==> config.mk <==
export PLATFORM = sky130hd
export DESIGN_NAME = matrix_readout_ctrl
export DESIGN_NICKNAME = d
export VERILOG_FILES = /design/src/rtl/matrix_readout_pkg.sv /design/src/rtl/readout_fifo.sv /design/src/rtl/matrix_readout_ctrl.sv
export SDC_FILE = /design/constraint.sdc
export NUM_CORES = 1
export LEC_CHECK = 0
export CELL_PAD_IN_SITES_DETAIL_PLACEMENT = 1
export CELL_PAD_IN_SITES_GLOBAL_PLACEMENT = 2
export CORE_UTILIZATION = 25
export CTS_BUF_LIST = sky130_fd_sc_hd__clkbuf_4 sky130_fd_sc_hd__clkbuf_8 sky130_fd_sc_hd__clkbuf_16
export CTS_CLUSTER_DIAMETER = 60
export DETAILED_ROUTE_END_ITERATION = 10
export PLACE_DENSITY_LB_ADDON = 0.1
export SETUP_SLACK_MARGIN = 0.3
export SLEW_MARGIN = 40
export SYNTH_ARGS = -nofsm -noshare
export SYNTH_HDL_FRONTEND = slang
export SYNTH_HIERARCHICAL = 1
export SYNTH_SLANG_ARGS = --single-unit
export TNS_END_PERCENT = 30
==> constraint.sdc <==
create_clock -name clk -period 5 [get_ports clk]
set_input_delay 1 -clock clk [delete_from_list [all_inputs] [get_ports clk]]
set_output_delay 1 -clock clk [all_outputs]
set_load 0.05 [all_outputs]
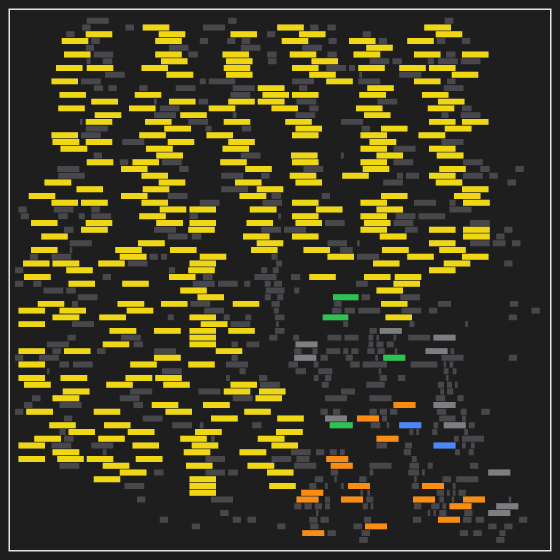
*Sequential cells grouped by signal name, run 1*
hit_cnt: drawn in orange, placed flops 16. u_fifo/r_mem: drawn in yellow, placed flops 264, where widely spread. r_state: drawn in blue, placed flops 2. u_fifo/r_rd_ptr: drawn in green, placed flops 4.
Another 11 sequential cells are not colored.
Register Area: 8760 um2
fin util: 32.3%

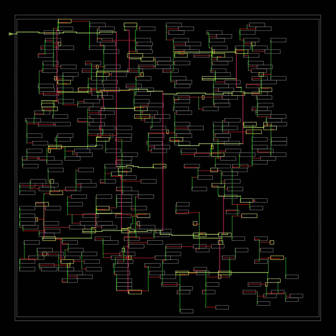
*The clock network, run 1*
Clock Sinks: 297
registers: 297
clkbuf count: 44
clock group power: 0.00275 W
CTS buffer count: 39

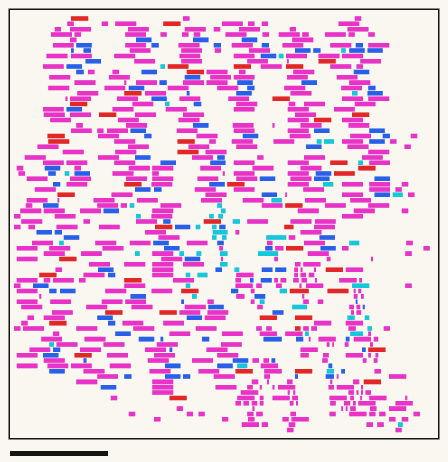
*Sizing map, run 1*
Bar = 50 um.
drive 2: drawn in blue, cells 120, share 17%. drive 1 or less: drawn in magenta, cells 486, share 69%. drive 6 and up: drawn in red, cells 47, share 6.7%. drive 3 to 4: drawn in cyan, cells 51, share 7.2%.
count of non-CTS buffers in the layout: 115
Syn-to-layout area delta: 26.7%
final setup margin: 0.755 ns

==> results.py, run 1 <==
# Physical implementation metrics
metrics = {
    "critical_path": {
        "cp-end-kind": "primary output",
        "r2r_cells": 5,
        "worstPathRequired_ns": 4.00,
        "path_depth": 4,
        "critPathBufInv": 2,
        "critical_path_class": "reg2out",
        "crit_chain": "buf_4 -> mux4_2 -> mux2_2 -> clkdlybuf4s50_1",
        "regToRegSetupSlack_ns": 1.95,
        "cpMaxStageDelayCell": "dfrtp_4",
        "crit_fanout": 41,
        "critPathTopFamily": "buffers and inverters",
        "cp_slowest_stage_delay_ns": 0.89,
    },
    "logic_synthesis": {
        "aoi_share_pct": 1.15,
        "xor_share_pct": 2.00,
        "ys_cells": 542,
        "ys_chip_area_um2": 11600,
        "async_flop_share_pct": 11.1,
        "top_area_share_pct": 68.1,
        "ys_seq_share_pct": 75.2,
        "avgSynthCellArea_um2": 21.5,
        "top_cells_by_count": "edfxtp_1 (264), mux4_2 (66), dfrtp_1 (33), mux2_2 (29), xnor2_1 (15)",
        "edf_count": 264,
        "synth.area.top_cells": "edfxtp_1 (68%), mux4_2 (13%), dfrtp_1 (7.1%)",
        "synth-simple-area-share_pct": 3.34,
        "synth.distinct_cells": 45,
        "synth_area_leader_cell": "edfxtp_1",
        "synthesis.area_um2": 11600,
        "numSynthFlops": 297,
    },
    "route": {
        "postRouteAntennaNets": 0,
        "wl_um": 28900,
        "wl_per_cell_um": 22.1,
        "drc": 0,
        "vias": 5702,
        "dr.pass1.iters": 4,
    },
    "clocking": {
        "cts-root-buf": "clkbuf_16",
        "cts.htree.levels": 2,
        "cts_tree": "done",
        "postCtsSetupRepairBufs": 0,
        "cts_buffer_depth": 3,
        "cts_resized": 0,
    },
    "layout": {
        "drive_gt1_share_pct": 31.0,
        "diodes": 0,
        "largest_register_ffs": 264,
        "stdcell_count": 1304,
    },
    "timing": {
        "setup_tns_ns": 0,
        "hold_ws_ns": 0.351,
        "setup_viol": 0,
        "hold_violations": 0,
        "period_used_pct": 84.9,
        "final.setup_skew_ns": 0.0322,
        "drv_slew": 0,
    },
    "global_route": {
        "grt_max_degree": 42,
        "grt_pass1_wl_um": 43200,
        "grt_pass1_vias": 6441,
        "antenna_found_initial": 1,
    },
    "pwr": {
        "power.total_w": 0.00905,
        "ir_drop_mv": 0.284,
        "powerDensity_nw_per_um2": 613,
    },
    "place": {
        "dp_cells": 1235,
        "place_ws_ns": 1.23,
        "hpwl_um": 17300,
        "numPortBuffers": 90,
    },
    "die": {
        "placementRows": 78,
        "initial_utilization_pct": 25.5,
    },
    "run": {
        "drv_cap": 0,
    },
    "worst_hold_path": {
        "hold_path_class": "reg2reg",
    },
    "outcome": {
        "status": "complete, no violations",
    },
}
run 1: layout make-up:
type	count	area, um2	area share [%]
sequential	297	8760	59.4
clock inverter	25	251	1.70
tap	600	751	5.09
timing repair buffer	115	1110	7.51
inverter	9	36.3	0.246
clock buffer	44	1020	6.91
multi-input combinational	214	2830	19.2
run 1: power breakdown:
group	internal, W	switching, W	total, W
registers	0.00287	0.000313	0.00318
logic	0.00132	0.00180	0.00312
clock network	0.00172	0.00103	0.00275
total	0.00591	0.00314	0.00905
run 1: placed cells by master (no fill, tap or decap), types with 3 or more instances in the layout:
| cell type | netlist | layout |
|---|---|---|
| clkinv_1 | 0 | 9 |
| clkinv_2 | 0 | 7 |
| mux4_2 | 66 | 66 |
| clkbuf_16 | 0 | 39 |
| nor2_4 | 0 | 4 |
| or3_1 | 3 | 3 |
| nor3_1 | 6 | 3 |
| nand2b_1 | 4 | 4 |
| or2_2 | 3 | 3 |
| o21ai_0 | 3 | 3 |
| nor2b_1 | 3 | 3 |
| xnor2_1 | 15 | 15 |
| o41ai_1 | 3 | 3 |
| nor3_2 | 0 | 3 |
| clkbuf_4 | 0 | 4 |
| mux2_2 | 29 | 29 |
| mux2_4 | 7 | 7 |
| buf_4 | 0 | 24 |
| clkdlybuf4s50_1 | 0 | 90 |
| inv_1 | 9 | 6 |
| ha_1 | 4 | 3 |
| nand2_1 | 13 | 11 |
| edfxtp_1 | 264 | 264 |
| nor2_1 | 12 | 8 |
| dfrtp_1 | 33 | 30 |
| xor2_2 | 3 | 3 |
| bufinv_16 | 0 | 5 |
| nand4_1 | 5 | 5 |
| xor2_1 | 6 | 6 |
run 1: routing by layer:
layer  track usage [%]  wire length, um
met5                 0               12
met4              3.52              554
met3              3.35             1190
met2              21.1            14500
met1              15.8            12600
==> inputs of run 2 (changes only) <==
==> constraint.sdc (replaced) <==
create_clock -name clk -period 3.9 [get_ports clk]
set_input_delay 0.78 -clock clk [delete_from_list [all_inputs] [get_ports clk]]
set_output_delay 0.78 -clock clk [all_outputs]
set_load 0.05 [all_outputs]
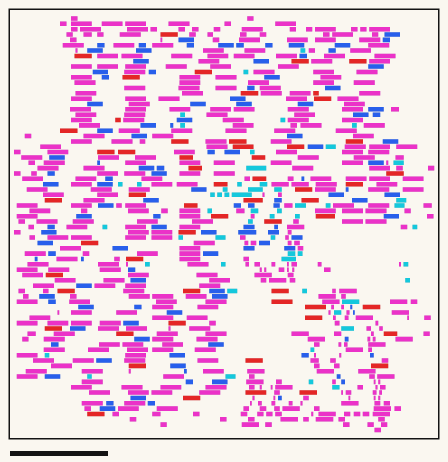
*Sizing map, run 2*
Bar = 50 um.
drive 2: drawn in blue, cells 119, share 17%. drive 3 to 4: drawn in cyan, cells 54, share 7.6%. drive 1 or less: drawn in magenta, cells 480, share 68%. drive 6 and up: drawn in red, cells 56, share 7.9%.
count of non-CTS buffers in the layout: 120
final setup margin: 0.296 ns
Syn-to-layout area delta: 28.1%
finished layout cell area: 14,900 um2

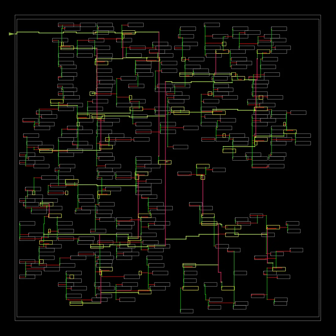
*The clock network, run 2*
CTS buffer count: 40
Fin Clk Skew: 0.0303 ns
worst skew pair latency: 0.55 ns
clkbuf count: 47
clock group power: 0.00347 W

==> results.py, run 2 <==
# Physical implementation metrics
metrics = {
    "clocking": {
        "cts.htree.levels": 2,
        "cts_buffer_depth": 3,
    },
    "critical_path": {
        "r2r_cells": 6,
        "regToRegSetupSlack_ns": 1.01,
        "crit_chain": "buf_4 -> mux4_2 -> mux2_2 -> clkdlybuf4s50_1",
        "path_depth": 4,
        "cp-end-kind": "primary output",
        "cpMaxStageDelayCell": "clkdlybuf4s50_1",
        "worstPathRequired_ns": 3.12,
        "critical_path_class": "reg2out",
        "critPathTopFamily": "buffers and inverters",
        "crit_fanout": 19,
        "cp_slowest_stage_delay_ns": 0.70,
    },
    "logic_synthesis": {
        "avgSynthCellArea_um2": 21.5,
        "synth.distinct_cells": 45,
        "ys_chip_area_um2": 11600,
        "aoi_share_pct": 1.15,
        "top_cells_by_count": "edfxtp_1 (264), mux4_2 (66), dfrtp_1 (33), mux2_2 (29), xnor2_1 (15)",
        "synth-simple-area-share_pct": 3.34,
        "synth_area_leader_cell": "edfxtp_1",
        "xor_share_pct": 2.00,
        "async_flop_share_pct": 11.1,
        "numSynthFlops": 297,
        "synth.area.top_cells": "edfxtp_1 (68%), mux4_2 (13%), dfrtp_1 (7.1%)",
        "top_area_share_pct": 68.1,
        "synthesis.area_um2": 11600,
        "edf_count": 264,
        "ys_cells": 542,
    },
    "route": {
        "dr.pass1.iters": 4,
        "drc": 0,
        "met1_length_um": 12300,
        "wl_per_cell_um": 21.1,
        "route.met3.wl_um": 1360,
        "wl_um": 27600,
        "postRouteAntennaNets": 0,
        "highest_layer": "met4",
        "wl_met2_um": 13400,
        "vias": 5665,
    },
    "layout": {
        "layout_top_cell": "edfxtp_1",
        "drive_gt1_share_pct": 32.3,
        "final_cell_mix": "edfxtp_1 (264), clkdlybuf4s50_1 (71), mux4_2 (66)",
        "largest_register_ffs": 264,
    },
    "place": {
        "hpwl_um": 16500,
        "place_congestion": 0.681,
        "place_ws_ns": 0.534,
        "numPortBuffers": 90,
    },
    "die": {
        "initial_utilization_pct": 25.5,
        "chipWidth_um": 218,
    },
    "pwr": {
        "p_seq_share_pct": 33.8,
        "p_sw_share_pct": 34.9,
        "internal-power_w": 0.00755,
        "powerDensity_nw_per_um2": 778,
        "p_sw_w": 0.00405,
        "p_comb_share_pct": 36.3,
        "ir_drop_mv": 0.395,
    },
    "global_route": {
        "grt_pass1_wl_um": 41700,
        "grt_use_met2_pct": 19.5,
        "antenna_found_initial": 0,
        "grt_most_used_layer": "met2",
        "use_met3_pct": 3.51,
        "grt_pass1_vias": 6379,
        "use_met1_pct": 15.5,
        "grt_max_degree": 34,
    },
    "run": {
        "drv_cap": 0,
    },
    "timing": {
        "setup_tns_ns": 0,
        "period_used_pct": 92.4,
        "period_minus_slack_ns": 3.60,
        "maxSlewHeadroom_pct": 53.7,
        "hold_violations": 0,
        "setup_viol": 0,
        "drv_slew": 0,
    },
    "worst_hold_path": {
        "hold_path_class": "reg2reg",
    },
    "outcome": {
        "status": "complete, no violations",
    },
}
==> run 2: cell types whose count changed in the layout (fill, tap and decap cells not counted), sizes merged <==
cell / delta
dlymetal6s2s: +6
bufinv: -2
dlygate4sd2: +9
clkdlybuf4s50: -19
clkinv: -2
clkbuf: +4
inv: +1
buf: +8
==> run 2: power groups by stage <==
stage	logic (W)	registers [W]	clock network [W]
floorplan	0.00302	0.00392	0
global placement	0.00419	0.00407	0
detailed placement	0.00423	0.00408	0
CTS	0.00434	0.00393	0.00361
global route	0.00448	0.00396	0.00371
finish	0.00421	0.00392	0.00347
==> run 2: timing repair <==
action | CTS | global route
cloned | 0 | 0
resized | 9 | 6
pin swaps | 0 | 0
endpoints found under the setup margin | 33 | 23
buffers inserted | 4 | 0
hold endpoints to repair | 0 | 0
==> run 2: kinds of logic (layout without fill, tap and decap cells) <==
logic type / after synthesis / in the layout
adders and majority gates: 4 / 4
buffers and inverters: 31 / 198
muxes: 102 / 102
AOI/OAI and AO/OA: 16 / 16
xor gates and xnor gates: 24 / 24
DFF: 297 / 297
and+or+nand+nor: 68 / 68
==> run 2: layout make-up <==
type,instances,area (um2)
inverters,9,36.3
well taps,600,751
multi-input cells,214,2840
repair buffers,120,1260
clock buffers,47,1050
flip-flops and latches,297,8760
fillers,4577,30800
clock inverters,22,214
==> run 2: through the flow <==
stage | instances | hold WS, ns | total power (W) | util, %
after floorplan | 542 | 0.331 | 0.00694 | -
after detailed placement | 1235 | 0.343 | 0.00831 | 29.7
after global placement | 1233 | 0.342 | 0.00826 | 29.6
after global routing | 1309 | 0.367 | 0.0122 | 32.7
final | 1309 | 0.352 | 0.0116 | 32.7
after CTS | 1308 | 0.361 | 0.0119 | 32.6
Power and IR drop assume default switching activity.
